===== config.mk =====
export PLATFORM = sky130hd
export DESIGN_NAME = imem_loader
export DESIGN_NICKNAME = d
export VERILOG_FILES = /design/src/rtl/imem_loader.sv
export SDC_FILE = /design/constraint.sdc
export NUM_CORES = 1
export LEC_CHECK = 0
export ABC_AREA = 1
export ABC_CLOCK_PERIOD_IN_PS = 4900
export CAP_MARGIN = 20
export CORE_ASPECT_RATIO = 1.25
export CORE_UTILIZATION = 55
export CTS_CLUSTER_DIAMETER = 150
export DETAILED_ROUTE_END_ITERATION = 8
export GPL_TIMING_DRIVEN = 0
export PLACE_DENSITY = 0.81
export SETUP_SLACK_MARGIN = 0.15
export SLEW_MARGIN = 20
export SYNTH_ARGS = -nofsm -noshare
export SYNTH_HDL_FRONTEND = slang
export SYNTH_SLANG_ARGS = --single-unit

===== constraint.sdc =====
create_clock -name CLOCK -period 4.9 [get_ports CLOCK]
set_clock_uncertainty 0.1 [all_clocks]
set_input_delay 0.98 -clock CLOCK [delete_from_list [all_inputs] [get_ports CLOCK]]
set_output_delay 0.98 -clock CLOCK [all_outputs]
set_load 0.005 [all_outputs]

===== src/rtl/imem_loader.sv =====
// Instruction memory loader: assembles a byte stream into 32-bit words,
// writes them from address 0 and holds the CPU until the checksum matches.
module imem_loader #(
    parameter int BITSIZE = 32,
    parameter int REGSIZE = 64,
    parameter int COUNTW  = 8
) (
    input  logic               CLOCK,
    input  logic               RESET_N,
    input  logic               Start,
    input  logic [7:0]         ByteIn,
    input  logic               ByteValid,
    output logic               ByteReady,
    output logic               MemWrite,
    output logic [REGSIZE-1:0] MemAddress,
    output logic [BITSIZE-1:0] MemData,
    output logic               CpuHold,
    output logic               Done,
    output logic               Error,
    output logic [COUNTW-1:0]  WordsLoaded
);

    typedef enum logic [2:0] {
        IDLE,
        COUNT,
        DATA,
        WRITE,
        CHECK,
        DONE,
        ERROR
    } state_t;

    state_t               state_q, state_d;
    logic [23:0]          shift_q, shift_d;
    logic [BITSIZE-1:0]   data_q, data_d;
    logic [REGSIZE-1:0]   addr_q, addr_d;
    logic [COUNTW-1:0]    words_q, words_d;
    logic [COUNTW-1:0]    num_q, num_d;
    logic [7:0]           acc_q, acc_d;
    logic [1:0]           bcnt_q, bcnt_d;
    logic                 take;

    // Ready is a pure function of state so the source never sees a loop.
    assign ByteReady   = (state_q == COUNT) || (state_q == DATA)
                      || (state_q == CHECK);
    assign take        = ByteValid && ByteReady;
    assign MemWrite    = (state_q == WRITE);
    assign MemAddress  = addr_q;
    assign MemData     = data_q;
    assign Done        = (state_q == DONE);
    assign Error       = (state_q == ERROR);
    assign CpuHold     = (state_q == COUNT) || (state_q == DATA)
                      || (state_q == WRITE) || (state_q == CHECK)
                      || (state_q == ERROR);
    assign WordsLoaded = words_q;

    always_ff @(posedge CLOCK or negedge RESET_N) begin
        if (!RESET_N) begin
            state_q <= IDLE;
            shift_q <= '0;
            data_q  <= '0;
            addr_q  <= '0;
            words_q <= '0;
            num_q   <= '0;
            acc_q   <= '0;
            bcnt_q  <= '0;
        end else begin
            state_q <= state_d;
            shift_q <= shift_d;
            data_q  <= data_d;
            addr_q  <= addr_d;
            words_q <= words_d;
            num_q   <= num_d;
            acc_q   <= acc_d;
            bcnt_q  <= bcnt_d;
        end
    end

    always_comb begin
        state_d = state_q;
        shift_d = shift_q;
        data_d  = data_q;
        addr_d  = addr_q;
        words_d = words_q;
        num_d   = num_q;
        acc_d   = acc_q;
        bcnt_d  = bcnt_q;
        unique case (state_q)
            IDLE, DONE, ERROR: begin
                if (Start) begin
                    state_d = COUNT;
                    addr_d  = '0;
                    words_d = '0;
                    acc_d   = '0;
                    bcnt_d  = '0;
                end
            end
            COUNT: begin
                if (take) begin
                    if ((ByteIn == 8'd0) || (int'(ByteIn) > REGSIZE)) begin
                        state_d = ERROR;
                    end else begin
                        num_d   = COUNTW'(ByteIn);
                        state_d = DATA;
                    end
                end
            end
            DATA: begin
                if (take) begin
                    shift_d = {shift_q[15:0], ByteIn};
                    acc_d   = acc_q ^ ByteIn;
                    bcnt_d  = bcnt_q + 2'd1;
                    // Word leaves the shifter on its last byte so MemData is
                    // stable for the whole WRITE cycle and after it.
                    if (bcnt_q == 2'd3) begin
                        data_d  = {shift_q, ByteIn};
                        state_d = WRITE;
                    end
                end
            end
            WRITE: begin
                addr_d  = addr_q + REGSIZE'(1);
                words_d = words_q + COUNTW'(1);
                if ((words_q + COUNTW'(1)) == num_q) begin
                    state_d = CHECK;
                end else begin
                    state_d = DATA;
                end
            end
            CHECK: begin
                if (take) begin
                    state_d = (ByteIn == acc_q) ? DONE : ERROR;
                end
            end
            default: state_d = IDLE;
        endcase
    end

endmodule


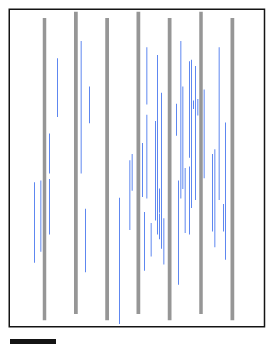
Figure 1: met4 routing.
Bar = 20 um. Supply wires on this layer in grey.
share of all routed wire	5.7%
wire length on this layer	1330 um
vias: 7812
final wirelength: 23400 um

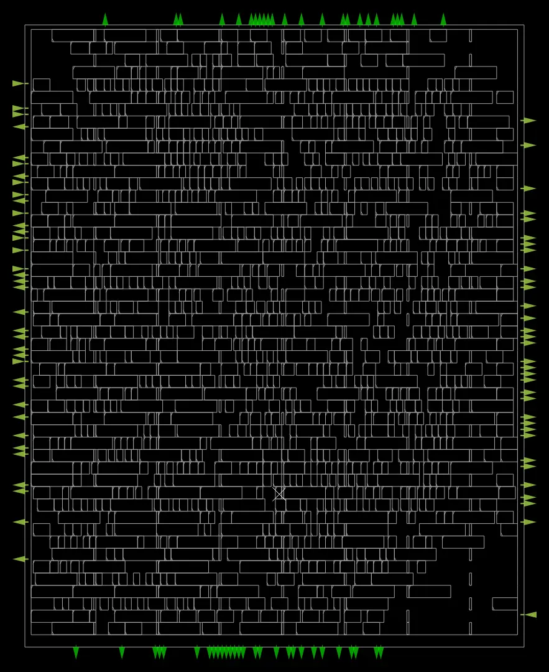
Figure 2: placement view.
sequential share of cell area: 36.9%
Placeable Area: 14300 um2
# fillers: 1162
final std cells w/o fill: 1386

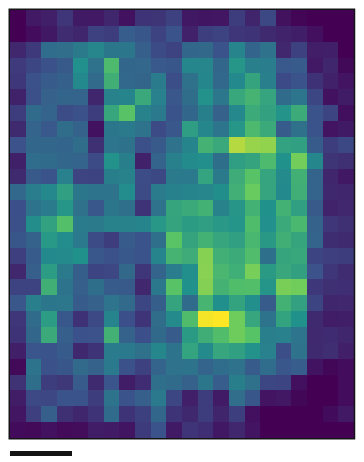
Figure 3: signal metal coverage by tile.
Bar = 20 um. 22 x 27 tiles, from dark purple (low) to yellow (high), scaled to the fullest tile. Values are wire area over tile area, all layers added.
nearly empty tiles	4.2%
emptiest ninth of the die	bottom right
mean over tiles	0.26
tiles over half the peak	20%
fullest tile	0.79
gr usage total: 32.8%
DR WL/cell: 16.9 um

==> flow_summary.ini <==
; yosys + openroad results
[floorplan]
num_rows = 49
taps = 178
ios = 121
die_area_um2 = 15100
die_w_um = 110
fp-utilization_pct = 56.1

[setup_path]
startpoint = state_q[1]
cp_top_family = buffers and inverters
arrival_ns = 2.75
startpoint_type = register
crit_cells = 7
critPathRequiredTime_ns = 3.82
worstPathCellList = inv_2, nor2_4, nand2_2, buf_2, buf_1, nand3_1, clkdlybuf4s50_1
worstRegToRegCells = 8
r2r_end = MemAddress[57]
path_buffers = 4
cp_slowest_cell = buf_1
critPathMaxFanout = 10
worst_path_largest_cell_delay_ns = 0.64
reg2reg_setup_slack_ns = 2.65
endpoint_kind = output port

[power_and_ir_drop]
p_switching_mw = 1.54
swShare_pct = 35.4
irDropWorstVdd_v = 0.000331
finalPower_mw = 4.35
seqPwrFrac_pct = 38.3
powerDensity_nw_per_um2 = 431
pg_comb_mw = 1.27
clkPwrFrac_pct = 32.4
power_clock_mw = 1.41
intPower_mw = 2.81

[finish]
largest_cell_class = sequential cells
layout_top_cell = nand2_1
antenna_cells = 0
stdcell_area_um2 = 10100
final_util_pct = 70.7
comb_share_pct = 35.6
area_growth_pct = 26.0
nonClkBufAreaFrac_pct = 13.4
buffers = 147
ff_latch_area_um2 = 3730
comb_cells = 728
num-nonclk-inverters = 152
nClkBuffers = 18
clock_cell_area_share_pct = 6.22
mostFrequentLayoutCells = nand2_1, dfrtp_1, inv_1

[drt]
drtAntennaViolNets = 0
drtIter0Drc = 611
drc = 1
drtPass1Iterations = 9
viasPerCell = 5.64

[synthesis]
synth.distinct_cells = 44
fa_ha_area_share_pct = 0.468
ys_sh_mux_pct = 0.843
ys_area_um2 = 8020
xor_area_share_pct = 2.84
synth_flops = 149
syn_inst = 1055
compound_area_share_pct = 10.8
ys_top_logic_family = simple AND/OR/NAND/NOR gates
yosys-stat-cells = 1055
synth-edff-count = 0
syn-cell-area_um2 = 8020
synth_seq_share_pct = 46.5
yosys_warnings = 0
ys.flop_type = dfrtp_1
synthArstFlopShare_pct = 100
avgSynthCellArea_um2 = 7.60

[timing]
final_min_period_over_clock_period_pct = 78.3
slew_violations = 0
max_freq_ghz = 0.261
period_needed_ns = 3.83
setup_viol = 0
rsz0062_at_grt = no
slew-limit-headroom_pct = 46.5
finalSetupTns_ns = 0
holdWs_ns = 0.382
layout_setup_ws_ns = 1.07

[place]
post-place-cells = 1354
place_congestion = 0.994
place_ws_ns = 1.62
io_buffer_count = 120
dpl_cell_area_um2 = 9480
place_hpwl_um = 17400

[flow_run]
warnings = 26
drv_cap = 0

[worst_hold_path]
worst_hold_path.num_cells = 2
worstHoldStart = shift_q[11]
min_to = shift_q[19]
holdCritPathClass = reg2reg

[clock_tree]
path_clk_slew_ns = 0.06
clock_sinks = 149
cts_htree_levels = 4
cts_tree = yes
postCtsSetupBuffers = 0
numCtsBuffers = 17
post_cts_resized = 0
worst_skew_pair.late_latency_ns = 0.44
cts_root_buffer = clkbuf_16
clockBufferDepth = 2

[outcome]
outcome = complete, but fails checks
failed_checks = design-rule violations

[global_route]
antenna_found_initial = 0
grt_pass1_vias = 7326
grt_overflow = 0
grt_pass1_wl_um = 36700
grt_max_degree = 80
[cell usage after synthesis (6+ instances only)]
master      n  share of area, %
inv_2       7              0.33
nor3_1     28               1.7
buf_2      10              0.62
nor2_2      6              0.47
nand3_1    91               5.7
nand4_1    23               1.8
inv_1     144               6.7
xor2_1     19               2.1
o21ai_0   104               6.5
xnor2_1     7              0.76
o22ai_1    13               1.0
dfrtp_1   149                46
nand2_1   256                12
nor2_1     99               4.6
o21ai_1    11              0.69
clkbuf_1   10              0.47
a21oi_1    16               1.0
[routing by layer]
metal | global-route usage [%] | share of wire, % | wire length [um]
met2 | 54.5 | 49 | 11500
met1 | 38.9 | 40 | 9270
met3 | 6.29 | 5.7 | 1350
met4 | 20.4 | 5.7 | 1330
met5 | 0 | 0 | 0
